File: config.mk
export PLATFORM = sky130hd
export DESIGN_NAME = ahblite_waitstate_slave
export DESIGN_NICKNAME = d
export VERILOG_FILES = /design/src/rtl/ahb_pkg.sv /design/src/rtl/ahblite_slave_ctrl.sv /design/src/rtl/ahblite_waitstate_slave.sv
export SDC_FILE = /design/constraint.sdc
export NUM_CORES = 1
export LEC_CHECK = 0
export CAP_MARGIN = 5
export CORE_MARGIN = 5
export CORE_UTILIZATION = 52
export DETAILED_ROUTE_END_ITERATION = 10
export PLACE_DENSITY = 0.86
export SLEW_MARGIN = 20
export SYNTH_ARGS = -nofsm -noshare
export SYNTH_HDL_FRONTEND = slang
export SYNTH_HIERARCHICAL = 1
export SYNTH_SLANG_ARGS = --single-unit
File: constraint.sdc
create_clock -name HCLK -period 3.2 [get_ports HCLK]
set_input_delay 0.32 -clock HCLK [delete_from_list [all_inputs] [get_ports HCLK]]
set_output_delay 0.32 -clock HCLK [all_outputs]
set_load 0.05 [all_outputs]
File: src/rtl/ahb_pkg.sv
// Shared AHB-Lite encodings, slave FSM states and the byte-lane decode used by
// the wait-state slave template.
package ahb_pkg;

    localparam logic [1:0] HTRANS_IDLE   = 2'd0;
    localparam logic [1:0] HTRANS_BUSY   = 2'd1;
    localparam logic [1:0] HTRANS_NONSEQ = 2'd2;
    localparam logic [1:0] HTRANS_SEQ    = 2'd3;

    localparam logic [2:0] HSIZE_BYTE = 3'd0;
    localparam logic [2:0] HSIZE_HALF = 3'd1;
    localparam logic [2:0] HSIZE_WORD = 3'd2;

    localparam logic HRESP_OKAY  = 1'b0;
    localparam logic HRESP_ERROR = 1'b1;

    localparam logic [5:0] ID_INDEX = 6'd63;

    typedef enum logic [1:0] {
        ST_IDLE = 2'd0,
        ST_WAIT = 2'd1,
        ST_ERR1 = 2'd2,
        ST_ERR2 = 2'd3
    } slv_state_e;

    // Little-endian byte-lane enables for a transfer of the given size/offset.
    function automatic logic [3:0] lane_enable(input logic [2:0] size, input logic [1:0] addr_lo);
        logic [3:0] be;
        case (size)
            HSIZE_BYTE: be = 4'b0001 << addr_lo;
            HSIZE_HALF: be = addr_lo[1] ? 4'b1100 : 4'b0011;
            HSIZE_WORD: be = 4'b1111;
            default:    be = 4'b0000;
        endcase
        return be;
    endfunction

endpackage

File: src/rtl/ahblite_slave_ctrl.sv
// Address-phase capture, error classification, wait counter and response FSM
// for the AHB-Lite wait-state slave.
module ahblite_slave_ctrl
    import ahb_pkg::*;
#(
    parameter int unsigned WAIT_STATES = 1,
    parameter int unsigned NUM_REGS    = 8
) (
    input  logic       clk_i,
    input  logic       rst_ni,
    input  logic       hsel_i,
    input  logic       hready_i,
    input  logic       trans_active_i,
    input  logic [7:0] haddr_i,
    input  logic [2:0] hsize_i,
    input  logic       hwrite_i,
    output logic       commit_o,
    output logic       write_o,
    output logic [5:0] idx_o,
    output logic [3:0] be_o,
    output logic       hreadyout_o,
    output logic       hresp_o
);

    localparam logic [3:0] WAIT_INIT  = 4'(WAIT_STATES);
    localparam logic [6:0] NUM_REGS_L = 7'(NUM_REGS);

    slv_state_e state_q, state_d;
    logic [3:0] cnt_q, cnt_d;
    logic       pending_q, pending_d;
    logic [7:0] addr_q, addr_d;
    logic [2:0] size_q, size_d;
    logic       write_q, write_d;
    logic       sample_s;
    logic       err_s;
    logic [5:0] idx_s;

    assign idx_s    = haddr_i[7:2];
    assign sample_s = hsel_i & hready_i & trans_active_i
                    & ((state_q == ST_IDLE) | (state_q == ST_ERR2));

    assign err_s = (hsize_i > HSIZE_WORD)
                 | ((hsize_i == HSIZE_HALF) & haddr_i[0])
                 | ((hsize_i == HSIZE_WORD) & (haddr_i[1:0] != 2'b00))
                 | (({1'b0, idx_s} >= NUM_REGS_L) & (idx_s != ID_INDEX))
                 | (hwrite_i & (idx_s == ID_INDEX));

    // Next-state logic; ERR2 accepts a new address phase just like IDLE
    always_comb begin
        state_d   = state_q;
        cnt_d     = cnt_q;
        pending_d = 1'b0;
        addr_d    = addr_q;
        size_d    = size_q;
        write_d   = write_q;
        case (state_q)
            ST_IDLE, ST_ERR2: begin
                state_d = ST_IDLE;
                if (sample_s) begin
                    addr_d  = haddr_i;
                    size_d  = hsize_i;
                    write_d = hwrite_i;
                    if (err_s) begin
                        state_d = ST_ERR1;
                    end else if (WAIT_STATES == 0) begin
                        pending_d = 1'b1;
                    end else begin
                        state_d = ST_WAIT;
                        cnt_d   = WAIT_INIT;
                    end
                end else begin
                    state_d = ST_IDLE;
                end
            end
            ST_WAIT: begin
                if (cnt_q <= 4'd1) begin
                    state_d   = ST_IDLE;
                    pending_d = 1'b1;
                    cnt_d     = 4'd0;
                end else begin
                    cnt_d = cnt_q - 4'd1;
                end
            end
            ST_ERR1: state_d = ST_ERR2;
            default: state_d = ST_IDLE;
        endcase
    end

    // State and captured address-phase registers
    always_ff @(posedge clk_i or negedge rst_ni) begin
        if (!rst_ni) begin
            state_q   <= ST_IDLE;
            cnt_q     <= 4'd0;
            pending_q <= 1'b0;
            addr_q    <= 8'd0;
            size_q    <= 3'd0;
            write_q   <= 1'b0;
        end else begin
            state_q   <= state_d;
            cnt_q     <= cnt_d;
            pending_q <= pending_d;
            addr_q    <= addr_d;
            size_q    <= size_d;
            write_q   <= write_d;
        end
    end

    assign commit_o    = pending_q;
    assign write_o     = write_q;
    assign idx_o       = addr_q[7:2];
    assign be_o        = lane_enable(size_q, addr_q[1:0]);
    assign hreadyout_o = (state_q != ST_WAIT) && (state_q != ST_ERR1);
    assign hresp_o     = ((state_q == ST_ERR1) || (state_q == ST_ERR2)) ? HRESP_ERROR : HRESP_OKAY;

endmodule

File: src/rtl/ahblite_waitstate_slave.sv
// AHB-Lite slave with a small read/write register bank, a read-only ID word,
// programmable OKAY wait states and two-cycle ERROR responses.
module ahblite_waitstate_slave
    import ahb_pkg::*;
#(
    parameter int unsigned WAIT_STATES = 1,
    parameter int unsigned NUM_REGS    = 8,
    parameter logic [31:0] ID_VALUE    = 32'h5A5A_0001
) (
    input  logic                     HCLK,
    input  logic                     HRESETn,
    input  logic                     HSEL,
    input  logic [31:0]              HADDR,
    input  logic [1:0]               HTRANS,
    input  logic [2:0]               HSIZE,
    input  logic                     HWRITE,
    input  logic [31:0]              HWDATA,
    input  logic                     HREADY,
    output logic                     HREADYOUT,
    output logic                     HRESP,
    output logic [31:0]              HRDATA,
    output logic [32*NUM_REGS-1:0]   REG_OUT
);

    logic [31:0] regs_q [NUM_REGS];
    logic        commit_s;
    logic        write_s;
    logic [5:0]  idx_s;
    logic [3:0]  be_s;
    logic [31:0] rdata_s;
    logic        unused_addr_s;

    assign unused_addr_s = ^{HADDR[31:8], HTRANS[0]};

    ahblite_slave_ctrl #(
        .WAIT_STATES (WAIT_STATES),
        .NUM_REGS    (NUM_REGS)
    ) u_ctrl (
        .clk_i          (HCLK),
        .rst_ni         (HRESETn),
        .hsel_i         (HSEL),
        .hready_i       (HREADY),
        .trans_active_i (HTRANS[1]),
        .haddr_i        (HADDR[7:0]),
        .hsize_i        (HSIZE),
        .hwrite_i       (HWRITE),
        .commit_o       (commit_s),
        .write_o        (write_s),
        .idx_o          (idx_s),
        .be_o           (be_s),
        .hreadyout_o    (HREADYOUT),
        .hresp_o        (HRESP)
    );

    // Byte-lane merge of write data into the addressed register
    always_ff @(posedge HCLK or negedge HRESETn) begin
        if (!HRESETn) begin
            for (int i = 0; i < int'(NUM_REGS); i++) begin
                regs_q[i] <= 32'h0;
            end
        end else begin
            for (int i = 0; i < int'(NUM_REGS); i++) begin
                for (int b = 0; b < 4; b++) begin
                    if (commit_s && write_s && (idx_s == 6'(i)) && be_s[b]) begin
                        regs_q[i][8*b +: 8] <= HWDATA[8*b +: 8];
                    end
                end
            end
        end
    end

    // Read data is driven only in the completing cycle of an OKAY read
    always_comb begin
        rdata_s = 32'h0;
        if (commit_s && !write_s) begin
            if (idx_s == ID_INDEX) begin
                rdata_s = ID_VALUE;
            end else begin
                for (int i = 0; i < int'(NUM_REGS); i++) begin
                    rdata_s = (idx_s == 6'(i)) ? regs_q[i] : rdata_s;
                end
            end
        end else begin
            rdata_s = 32'h0;
        end
    end

    assign HRDATA = rdata_s;

    for (genvar g = 0; g < int'(NUM_REGS); g++) begin : g_reg_out
        assign REG_OUT[32*g +: 32] = regs_q[g];
    end

endmodule

final_placement.png
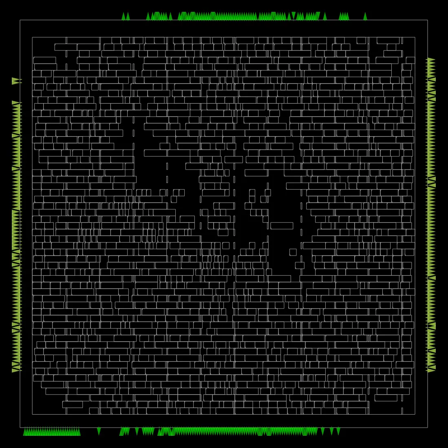
standard-cell rows: 57
area inside the core boundary: 24400 um2

registers.png
The bar under the picture is 50 um long. Other sequential cells in the stronger grey, the rest of the logic in the fainter grey.
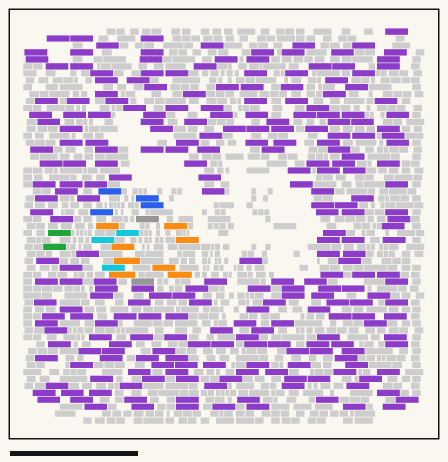
| colour | name in the netlist | flops |
|---|---|---|
| cyan | u_ctrl/size_q | 3 |
| blue | u_ctrl/cnt_q | 4 |
| green | u_ctrl/state_q | 2 |
| purple | REG_OUT | 256 |
| orange | u_ctrl/addr_q | 8 |
not coloured: 2
sequential cell power: 3680 uW
core utilization of the finished layout: 74.2%
register share of the cell area: 38.1%

==> results.env <==
CTS_HOLD_BUF=1
SYNTH_AREA_UM2=12900
H-TREE-DEPTH=1
FINALCRITPERIODSHARE_PCT=96.9
YOSYS-STAT-AREA_UM2=12900
SYN_AREA_PER_CELL_UM2=13.8
COMBINATIONAL_GATE_AREA_UM2=5800
YOSYS-TOP-CELLS-COUNT='275 x sky130_fd_sc_hd__dfrtp_1, 264 x sky130_fd_sc_hd__mux2_2, 72 x sky130_fd_sc_hd__a21oi_1'
POSTCTSRESIZEDCELLS=1
SYNTH.FF_LATCH_COUNT=275
PIN_COUNT_OF_THE_BIGGEST_NET_ENTERING_GLOBAL_ROUTING=102
OUTCOME='completed'
GRT.MET3_USAGE_PCT=6.34
DP_HPWL_MM=28.0
GPL.FINAL_WEIGHTED_CONGESTION=0.860
SETUP_REPAIR_AFTER_GLOBAL_ROUTING_MISSED_ITS_MARGIN='no'
MET3WIRELENGTH_MM=3.18
CLKSLEWWORSTSETUPHOLDPATHS_NS=0.06
DIE_OUTLINE_AREA_UM2=28100
SYNTHDOMINANTCELLAREASHARE_PCT=53.3
STAGE_LOG_WARNING_COUNT=57
TAPCELLCOUNT=324
==> kinds of logic (layout without fill, tap and decap cells) <==
logic type | after synthesis | after routing | synth area share [%]
multiplexers | 332 | 332 | 31.4
flip-flops | 275 | 275 | 53.3
AND-OR/OR-AND | 173 | 173 | 8.28
AND/OR/NAND/NOR | 97 | 97 | 4.57
buffers and inverters | 56 | 427 | 2.00
adder cells (fa/ha/maj) | 5 | 5 | 0.485
==> critical path: stages (launching register included) <==
cell	delay [ns]
sky130_fd_sc_hd__dfrtp_1	0.47
sky130_fd_sc_hd__or4b_4	0.63
sky130_fd_sc_hd__buf_4	0.21
sky130_fd_sc_hd__nor2_2	0.11
sky130_fd_sc_hd__buf_4	0.27
sky130_fd_sc_hd__a21oi_1	0.07
sky130_fd_sc_hd__a21oi_1	0.29
sky130_fd_sc_hd__buf_12	0.18
==> power by group <==
group	switching, uW	total, uW	internal [uW]
clock network	1390	3530	2140
registers	152	3680	3530
logic	568	966	397
total	2110	8180	6070
==> cells in the final DEF (no fill, tap or decap), types with 2 or more instances in the layout <==
cell and instances:
sky130_fd_sc_hd__nand3_1 8, sky130_fd_sc_hd__mux2_2 264, sky130_fd_sc_hd__nor3_1 3, sky130_fd_sc_hd__nand2_1 11, sky130_fd_sc_hd__dfrtp_1 272, sky130_fd_sc_hd__nor2_2 35, sky130_fd_sc_hd__mux2_1 6, sky130_fd_sc_hd__a21oi_1 71
sky130_fd_sc_hd__a2bb2oi_1 23, sky130_fd_sc_hd__clkinv_2 8, sky130_fd_sc_hd__o2bb2ai_1 2, sky130_fd_sc_hd__bufinv_16 4, sky130_fd_sc_hd__mux2i_1 31, sky130_fd_sc_hd__clkbuf_8 7, sky130_fd_sc_hd__nand2b_1 4, sky130_fd_sc_hd__clkdlybuf4s50_1 305
sky130_fd_sc_hd__nor2_1 8, sky130_fd_sc_hd__ha_1 5, sky130_fd_sc_hd__nand4_1 3, sky130_fd_sc_hd__clkbuf_1 4, sky130_fd_sc_hd__clkbuf_16 29, sky130_fd_sc_hd__o21ai_0 36, sky130_fd_sc_hd__and2_1 2, sky130_fd_sc_hd__a221oi_1 2
sky130_fd_sc_hd__dfrtp_4 2, sky130_fd_sc_hd__or4_1 2, sky130_fd_sc_hd__nand3b_1 9, sky130_fd_sc_hd__nor2b_1 3, sky130_fd_sc_hd__a22oi_1 31, sky130_fd_sc_hd__buf_4 21, sky130_fd_sc_hd__buf_12 36, sky130_fd_sc_hd__inv_1 9
sky130_fd_sc_hd__mux4_2 31
==> state kept, by name (all words and copies together) (netlist names) <==
| name | count |
|---|---|
| u_ctrl/addr_q | 8 |
| u_ctrl/size_q | 3 |
| u_ctrl/state_q | 2 |
| u_ctrl/cnt_q | 4 |
| u_ctrl/commit_o | 1 |
| u_ctrl/write_o | 1 |
| REG_OUT | 256 |
==> through the flow <==
step | instances | setup slack (ns)
2_1_floorplan | 938 | 0.419
3_3_place_gp | 1578 | 0.489
3_5_place_dp | 1578 | 0.469
4_1_cts | 1633 | 0.0451
5_1_grt | 1633 | 0.00314
6_report | 1633 | 0.100
Power figures rest on the tool's default switching activity, not on a simulated workload.
